--- config.mk ---
export PLATFORM = sky130hd
export DESIGN_NAME = demux_stream
export DESIGN_NICKNAME = d
export VERILOG_FILES = /design/src/rtl/demux_pkg.sv /design/src/rtl/demux_slot.sv /design/src/rtl/demux_stream.sv
export SDC_FILE = /design/constraint.sdc
export NUM_CORES = 1
export LEC_CHECK = 0
export CAP_MARGIN = 20
export CORE_UTILIZATION = 48
export CTS_BUF_LIST = sky130_fd_sc_hd__clkbuf_16
export DETAILED_ROUTE_END_ITERATION = 10
export PLACE_DENSITY = 0.8
export SLEW_MARGIN = 15
export SYNTH_ARGS = -nofsm -noshare
export SYNTH_HDL_FRONTEND = slang
export SYNTH_SLANG_ARGS = --single-unit
--- constraint.sdc ---
create_clock -name clk_i -period 15.26 [get_ports clk_i]
set_input_delay 3.052 -clock clk_i [delete_from_list [all_inputs] [get_ports clk_i]]
set_output_delay 3.052 -clock clk_i [all_outputs]
set_load 0.01 [all_outputs]
--- src/rtl/demux_pkg.sv ---
// Shared constants and helpers for the stream demultiplexer.
package demux_pkg;

  localparam int unsigned DEMUX_MAX_CH = 64;

  function automatic logic sel_in_range(input int unsigned sel, input int unsigned num_ch);
    return (sel < num_ch);
  endfunction

endpackage

--- src/rtl/demux_slot.sv ---
// One output channel: single-entry register, valid bit and saturating delivery counter.
module demux_slot #(
  parameter int unsigned DATA_WIDTH = 32,
  parameter int unsigned CNT_WIDTH  = 16
) (
  input  logic                  clk_i,
  input  logic                  arst_i,
  input  logic                  load_i,
  input  logic [DATA_WIDTH-1:0] data_i,
  input  logic                  ready_i,
  output logic                  valid_o,
  output logic [DATA_WIDTH-1:0] data_o,
  output logic [CNT_WIDTH-1:0]  cnt_o,
  output logic                  free_o
);

  logic                  valid_q;
  logic [DATA_WIDTH-1:0] data_q;
  logic [CNT_WIDTH-1:0]  cnt_q;

  assign free_o  = ~valid_q | ready_i;
  assign valid_o = valid_q;
  assign data_o  = data_q;
  assign cnt_o   = cnt_q;

  always_ff @(posedge clk_i or posedge arst_i) begin
    if (arst_i) begin
      valid_q <= 1'b0;
      data_q  <= '0;
      cnt_q   <= '0;
    end else begin
      // A load in the same cycle as a drain keeps the slot full.
      if (load_i) begin
        valid_q <= 1'b1;
        data_q  <= data_i;
      end else if (ready_i) begin
        valid_q <= 1'b0;
      end
      if (valid_q && ready_i && (cnt_q != {CNT_WIDTH{1'b1}})) begin
        cnt_q <= cnt_q + 1'b1;
      end
    end
  end

endmodule

--- src/rtl/demux_stream.sv ---
// 1-to-NUM_CH valid/ready stream demultiplexer with unicast and broadcast steering.
module demux_stream
  import demux_pkg::*;
#(
  parameter int unsigned DATA_WIDTH = 32,
  parameter int unsigned NUM_CH     = 8,
  parameter int unsigned CNT_WIDTH  = 16,
  localparam int unsigned SEL_WIDTH = $clog2(NUM_CH)
) (
  input  logic                           clk_i,
  input  logic                           arst_i,
  input  logic [SEL_WIDTH-1:0]           sel_i,
  input  logic                           bcast_i,
  input  logic                           in_valid_i,
  input  logic [DATA_WIDTH-1:0]          in_data_i,
  output logic                           in_ready_o,
  output logic [NUM_CH-1:0]              out_valid_o,
  output logic [NUM_CH*DATA_WIDTH-1:0]   out_data_o,
  input  logic [NUM_CH-1:0]              out_ready_i,
  output logic                           err_sel_o,
  output logic [NUM_CH*CNT_WIDTH-1:0]    xfer_cnt_o
);

  logic [NUM_CH-1:0] slot_free;
  logic [NUM_CH-1:0] slot_load;
  logic              sel_ok;
  logic              sel_free;
  logic              accept;
  logic              err_q;

  always_comb begin
    sel_ok   = sel_in_range(32'(sel_i), NUM_CH);
    sel_free = 1'b0;
    // Loop decode avoids indexing past NUM_CH when NUM_CH is not a power of 2.
    for (int unsigned k = 0; k < NUM_CH; k++) begin
      if (32'(sel_i) == k) sel_free = slot_free[k];
    end
    if (bcast_i) begin
      in_ready_o = &slot_free;
    end else if (sel_ok) begin
      in_ready_o = sel_free;
    end else begin
      in_ready_o = 1'b1;
    end
    accept = in_valid_i & in_ready_o;
    for (int unsigned k = 0; k < NUM_CH; k++) begin
      slot_load[k] = accept & (bcast_i | (32'(sel_i) == k));
    end
  end

  always_ff @(posedge clk_i or posedge arst_i) begin
    if (arst_i) begin
      err_q <= 1'b0;
    end else begin
      err_q <= accept & ~bcast_i & ~sel_ok;
    end
  end

  assign err_sel_o = err_q;

  for (genvar k = 0; k < NUM_CH; k++) begin : g_slot
    demux_slot #(
      .DATA_WIDTH(DATA_WIDTH),
      .CNT_WIDTH (CNT_WIDTH)
    ) u_slot (
      .clk_i  (clk_i),
      .arst_i (arst_i),
      .load_i (slot_load[k]),
      .data_i (in_data_i),
      .ready_i(out_ready_i[k]),
      .valid_o(out_valid_o[k]),
      .data_o (out_data_o[k*DATA_WIDTH +: DATA_WIDTH]),
      .cnt_o  (xfer_cnt_o[k*CNT_WIDTH +: CNT_WIDTH]),
      .free_o (slot_free[k])
    );
  end

endmodule
Fig. 1: run 1, M1 wires
Bar = 50 µm.
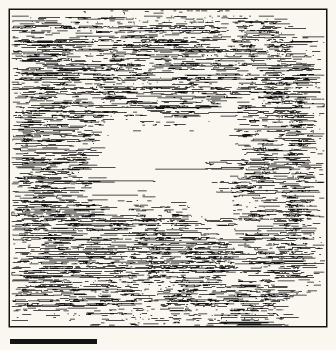
The layer carries 19700 µm of wire. 1516 nets have wire on it. The longest straight run is 60.3 µm. The layer holds 40% of the routed length. The wires run mostly horizontal.
DR vias: 12000
met1 Resource Use GR: 0.383

Fig. 2: run 1, signal wires on met2
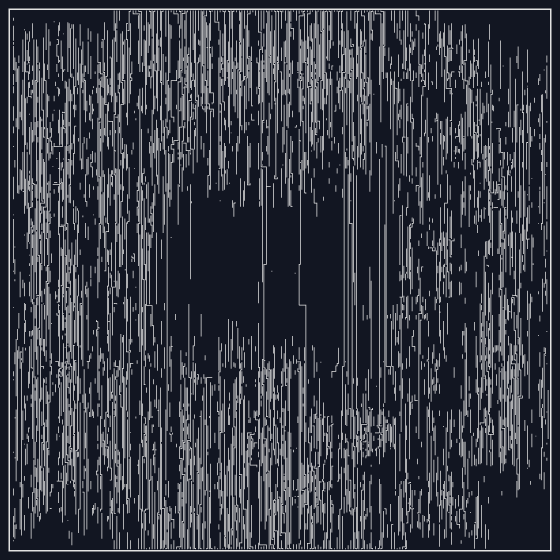
The layer holds 47% of the routed length. The wires run mostly vertical. The longest straight run is 97.9 µm. The layer carries 23.3 mm of wire.
met2 Use GR: 0.479
final wirelength: 49.4 mm

Fig. 3: run 1, signal wires on met3
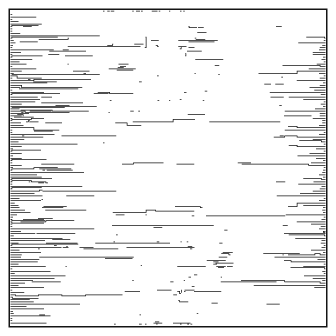
The layer holds 9.2% of the routed length. 335 nets have wire on it. The layer carries 4530 µm of wire. The wires run mostly horizontal. The longest straight run is 58.4 µm.
GRT met3 Usage: 0.0838

Fig. 4: run 1, signal wires on met4
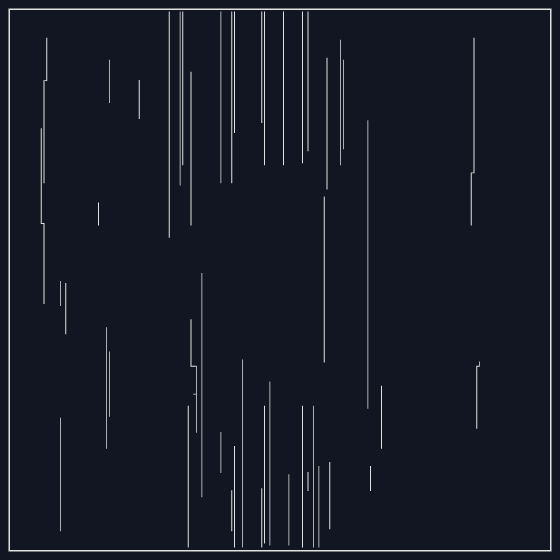
The layer holds 3.8% of the routed length. The longest straight run is 97.2 µm. 40 nets have wire on it. The layer carries 1870 µm of wire. The wires run mostly vertical.

==> changes_impl.md, run 1 <==
### Metrics

- Dominant comb cell: AND-OR/OR-AND gates
- Top delay family on crit path: buffers and inverters
- Power per cell area: 164 mW/mm²
- Tool warnings: 30
- Synth-to-Final Area Change: 38.7%
- Clock sink count: 392
- Final Cell Area: 0.0217 mm²
- Area after DPL: 0.0204 mm²
- Final hold vios: 0
- Largest area contributor in the netlist: dfrtp_1
- Kind of critical path: primary input to primary output
- First-pass GRT wire length: 75.4 mm
- CTS tree: yes
- Critical path buffer and inverter count: 3
- Post-synth regs: 392
- Mean post-synth cell area: 13.0 µm²
- Relative slew slack: 0.295
- Fmax achieved: 114 MHz
- CTS Buffer Depth: 3
- Initial antenna violation count: 0
- GRT overflow: 0
- Worst Slack Setup Final: 6.49 ns
- Hold crit path type: register to register
- GRT Resource Usage Total: 0.297
- Post-DP HPWL: 32.6 mm
- Chip Area: 0.0333 mm²
- # diodes: 0
- Xor+xnor area frac: 0.0672
- Register-to-Register Path Depth: 7
- Pre-Repair DR Iteration Count: 5
- CTS Hold Bufs: 0
- Gate Area: 0.00548 mm²
- DP Cell Count: 2019
- Synth warnings: 0
- Die y size: 183 µm
- Htree depth: 2
- Final-stage net count: 1684
- Share of cells above drive strength 1: 0.0772
- Pwr Total: 3.55 mW
- CP endpoint kind: primary output
- Fill count: 2226
- Clock latency on the worst-skew pair: 0.53 ns
- Worst reg2reg startpoint: g_slot[1].u_slot.valid_o
- Crit path max fanout: 13
- Post-CTS Setup Repair Bufs: 0
- Worst Setup Start Kind: primary input
- Worst r2r dst: g_slot[0].u_slot.data_o[11]
- Post-Synth AOI/OAI Area: 0.142
- Leakage: 9.22 nW
- ANT nets after route: 0
- Routed vias/inst: 5.72
- Ys cells: 1203
- Crit path time final: 8.77 ns
- Post-synthesis async set-or-reset flop share: 1.00
- Yosys top cell area share: 0.627
- Worst Max-Slew Pin Slew: 1.05 ns
- DRC marker count from the first detailed-route iteration: 757
- Hold Startpoint: g_slot[2].u_slot.data_o[31]
- Final tally of setup violations: 0
- Clock skew: 0.0176 ns
- RSZ-0062 raised after global routing: no
- Die Wd: 183 µm
- Number of global-route vias before repair: 12500
- Core Util, Final: 0.683
- Hold Path Cell Cnt: 1
- Crit path top cell by count: clkdlybuf4s50_1
- Worst path arrival time: 5.71 ns
- Post-synth top cells: dfrtp_1, o2bb2ai_1, nand2_1, xnor2_1, nand3_1
- Worst hold margin: 0.484 ns
- Yosys adder share: 0.00640
- Clock-pin slew on the worst setup and hold paths: 0.06 ns
- Fin Setup TNS: 0 ns
- Ports: 441
- Critical Path, Cell by Cell: clkdlybuf4s50_1, inv_1, a21oi_1, o41a_1, a211oi_4, clkdlybuf4s50_1
- YS chip area: 0.0157 mm²
- Mux share: 0.0357
- CTS Buf Count: 41
- Number of enable flip-flop cells: 0
- Core footprint: 0.0318 mm²
- Global placement routability congestion: 0.903
- WL/cell: 23.6 µm
- Critical path's largest stage delay: 0.70 ns
- Clock root cell: clkbuf_16
- Synth Instances: 1203
- Post-layout period usage: 0.574
- Netlist cell types: 53
- Post-Syn Area: 0.0157 mm²
- Synth Seq Share: 0.627
- Fin cells: 2092
- Largest net degree at the start of global routing: 173
- Status: completed
- Register cell area after layout: 0.00981 mm²
- Worst vdd ir: 104 µV
- DRC: 0
- Post-Synth Simple-Gate Area: 0.0949
- Slew Limit Fails: 0
- Rows: 65
- Most common cell in the synthesized netlist: dfrtp_1
- Worst hold path endpoint: g_slot[2].u_slot.data_o[31]
- Worst reg2reg setup slack: 12.21 ns
- Max Cap Viol: 0
- Critical Path RT: 12.21 ns
- Post-Place Worst Slack: 6.53 ns
- FP Util: 0.492
- Post_cts resized: 0
- Syn_nets: 1258
- IO Port Bufs: 439
- Slowest stage cell, crit path: clkdlybuf4s50_1
- Top cells, area: dfrtp_1, o2bb2ai_1, xnor2_1
- Top_reg_cell synth: dfrtp_1
[run 1: where the power goes]
group | switching [mW] | internal, mW
clock | 0.404 | 0.542
combinational | 0.488 | 0.627
sequential | 0.203 | 1.29
total | 1.10 | 2.46
[run 1: sequential cells by signal, summed over array words and instances, names as in the netlist]
register	cells
g_slot.u_slot.cnt_o	128
g_slot.u_slot.data_o	256
g_slot.u_slot.valid_o	8
[run 1: layout make-up]
type                       instances  area share
timing repair buffer             453       0.209
clock buffer                      43      0.0496
tap                              435      0.0251
sequential                       392       0.452
inverter                          17     0.00329
multi-input combinational        724       0.252
clock inverter                    28     0.00841
[run 1: worst max-delay path by stage]
stage	start	to	slack, ns	cells past startpoint
2_1_floorplan	arst_i	g_slot[0].u_slot.cnt_o[0]	1.31	1
3_3_place_gp	sel_i[1]	in_ready_o	6.64	6
3_5_place_dp	sel_i[1]	in_ready_o	6.53	6
4_1_cts	sel_i[1]	in_ready_o	6.52	6
5_1_grt	sel_i[1]	in_ready_o	6.40	6
6_report	sel_i[1]	in_ready_o	6.49	6
[run 1: cells in the final DEF, fill, tap and decap left out, drive strengths merged, types with 34 or more instances in the layout]
cell and count:
xnor2 86, clkdlybuf4s50 438, nor2 41, nand3 54
nand2 92, o2bb2ai 224, nand4 34, mux2 40
xor2 34, dfrtp 392, clkbuf 43
[run 1: layer usage]
metal / vias to the layer above / GRT usage / share of wire
li1: 5230 / - / -
met1: 6078 / 0.383 / 0.40
met2: 544 / 0.479 / 0.47
met3: 111 / 0.0838 / 0.092
met4: 0 / 0.110 / 0.038
met5: - / 0 / 0
==> run 2: changes to the inputs <==
Clock period 15.26 ns to 8.65 ns, I/O delays scaled along.
==> changes_impl.md, run 2 <==
### Metrics

- Status: completed
- Post_cts resized: 0 (unchanged)
- Worst hold path endpoint: g_slot[2].u_slot.data_o[31]
- Synth-to-Final Area Change: 38.8% (about the same)
- Number of global-route vias before repair: 12300 (-0.94%)
- Worst Setup Start Kind: primary input
- Chip Area: 0.0333 mm² (unchanged)
- Synth Seq Share: 0.627 (unchanged)
- FP Util: 0.492 (unchanged)
- Critical path's largest stage delay: 0.70 ns (about the same)
- Synth warnings: 0 (unchanged)
- Hold Path Cell Cnt: 1 (unchanged)
- YS chip area: 0.0157 mm² (unchanged)
- CP endpoint kind: primary output
- Routed vias/inst: 5.74 (+0.38%)
- Top cells, area: dfrtp_1, o2bb2ai_1, xnor2_1
- Number of enable flip-flop cells: 0 (unchanged)
- Hold crit path type: register to register
- Worst path arrival time: 4.42 ns (-1.29 ns)
- Htree depth: 2 (unchanged)
- Most common cell in the synthesized netlist: dfrtp_1
- Core footprint: 0.0318 mm² (unchanged)
- Fin Setup TNS: 0 ns (unchanged)
- Pwr Total: 6.30 mW (+77%)
- Yosys top cell area share: 0.627 (unchanged)
- Kind of critical path: primary input to primary output
- Worst hold margin: 0.486 ns (+0.00194 ns)
- ANT nets after route: 0 (unchanged)
- Pre-Repair DR Iteration Count: 5 (unchanged)
- Netlist cell types: 53 (unchanged)
- Power per cell area: 290 mW/mm² (+77%)
- CTS Buf Count: 41 (unchanged)
- Met1 Resource Use GR: 0.380 (-0.00313)
- Global placement routability congestion: 0.893 (-1.1%)
- Rows: 65 (unchanged)
- Crit path max fanout: 13 (unchanged)
- Post-Syn Area: 0.0157 mm² (unchanged)
- Clock-pin slew on the worst setup and hold paths: 0.06 ns (about the same)
- Die Wd: 183 µm (unchanged)
- Crit path time final: 6.15 ns
- Commonest Layout Cell: clkdlybuf4s50_1
- Post-synth regs: 392 (unchanged)
- Worst setup path startpoint: sel_i[1]
- Worst Max-Slew Pin Slew: 1.10 ns (+0.0492 ns)
- Leakage: 9.23 nW (about the same)
- Critical Path, Cell by Cell: clkdlybuf4s50_1, inv_1, a21oi_1, o41a_1, a211oi_4, clkdlybuf4s50_1
- Mean post-synth cell area: 13.0 µm² (unchanged)
- Worst Slack Setup Final: 2.50 ns (-4.00 ns)
- Clock latency on the worst-skew pair: 0.53 ns (about the same)
- Top delay family on crit path: buffers and inverters
- DRC: 0 (unchanged)
- Clock sink count: 392 (unchanged)
- Highest Signal Layer: met4
- Worst reg2reg setup slack: 5.57 ns (-6.64 ns)
- Max FFs per register: 256 (unchanged)
- Post-Place Worst Slack: 2.56 ns (-3.97 ns)
- Metal3 WL: 4.32 mm (-4.8%)
- Post-layout period usage: 0.712
- Worst reg2reg startpoint: g_slot[1].u_slot.valid_o
- Clock skew: 0.0193 ns (+0.00161 ns)
- Syn_nets: 1258 (unchanged)
- Core Util, Final: 0.683 (about the same)
- GRT overflow: 0 (unchanged)
- Final tally of setup violations: 0 (unchanged)
- Largest area contributor in the netlist: dfrtp_1
- Critical Path RT: 6.92 ns (-5.29 ns)
run 2: power by group:
part / internal [mW] / leakage, nW / switching (mW)
combinational: 1.11 / 3.61 / 0.863
sequential: 2.27 / 4.96 / 0.362
clock: 0.983 / 0.664 / 0.710
total: 4.36 / 9.23 / 1.94
run 2: kinds of logic (layout without fill, tap and decap cells):
group	count (synthesis)	after routing	share of synthesized area
AND-OR/OR-AND	256	256	0.142
XOR/XNOR	120	120	0.0672
adder cells (fa/ha/maj)	8	8	0.00640
buffers and inverters	87	542	0.0263
flip-flops	392	392	0.627
multiplexers	40	40	0.0357
other	1	2	0.000240
AND/OR/NAND/NOR	299	299	0.0949
run 2: how the worst max path moves through the flow:
| stage | to | depth (start not counted) | slack, ns |
|---|---|---|---|
| 3_3_place_gp | in_ready_o | 6 | 2.66 |
| 3_5_place_dp | in_ready_o | 6 | 2.56 |
| 5_1_grt | in_ready_o | 6 | 2.41 |
| 2_1_floorplan | g_slot[0].u_slot.cnt_o[0] | 1 | 1.65 |
| 4_1_cts | in_ready_o | 6 | 2.52 |
| 6_report | in_ready_o | 6 | 2.50 |
run 2: worst reg2reg max path, stage by stage, from the launching register on:
cell      delay [ns]
dfrtp_1         0.41
or2b_2          0.26
a21oi_1         0.10
o41a_1          0.47
a211oi_4        0.55
o211ai_4        0.35
buf_4           0.44
mux2_4          0.40
run 2: area by class of cell:
type                       instances  area [µm²]  area share
tap                              435         544      0.0250
sequential                       392        9810       0.451
clock inverter                    29         203     0.00933
timing repair buffer             453        4550       0.209
clock buffer                      43        1080      0.0495
antenna                            1        2.50    0.000115
multi-input combinational        724        5480       0.252
inverter                          17        67.6     0.00311
Fig. 5: run 2, signal wires on met3
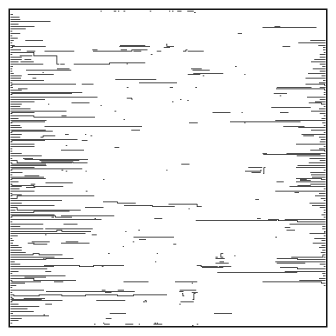
The layer holds 8.7% of the routed length. 334 nets have wire on it. The longest straight run is 56.1 µm. The layer carries 4320 µm of wire.
GRT met3 Usage: 0.0786
DR vias: 12000

Fig. 6: run 2, signal wires on met2
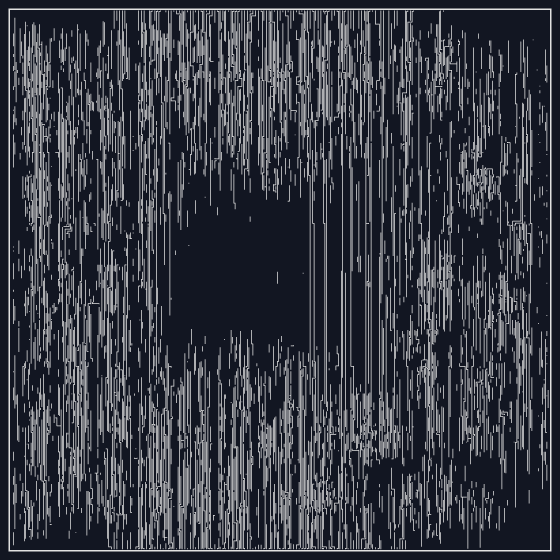
1565 nets have wire on it. The layer holds 47% of the routed length.
final wirelength: 49.7 mm
met2 Use GR: 0.480

Fig. 7: run 2, signal wires on met4
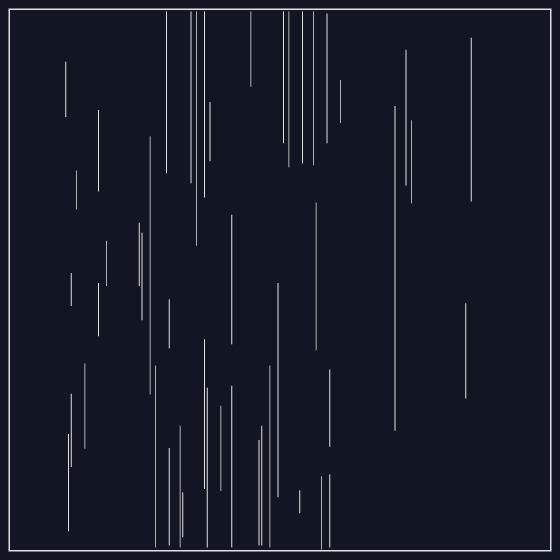
The longest straight run is 110 µm. The layer carries 1890 µm of wire. The layer holds 3.8% of the routed length. The wires run mostly vertical.

No activity file was given, so power comes from the tool's default toggle rates.
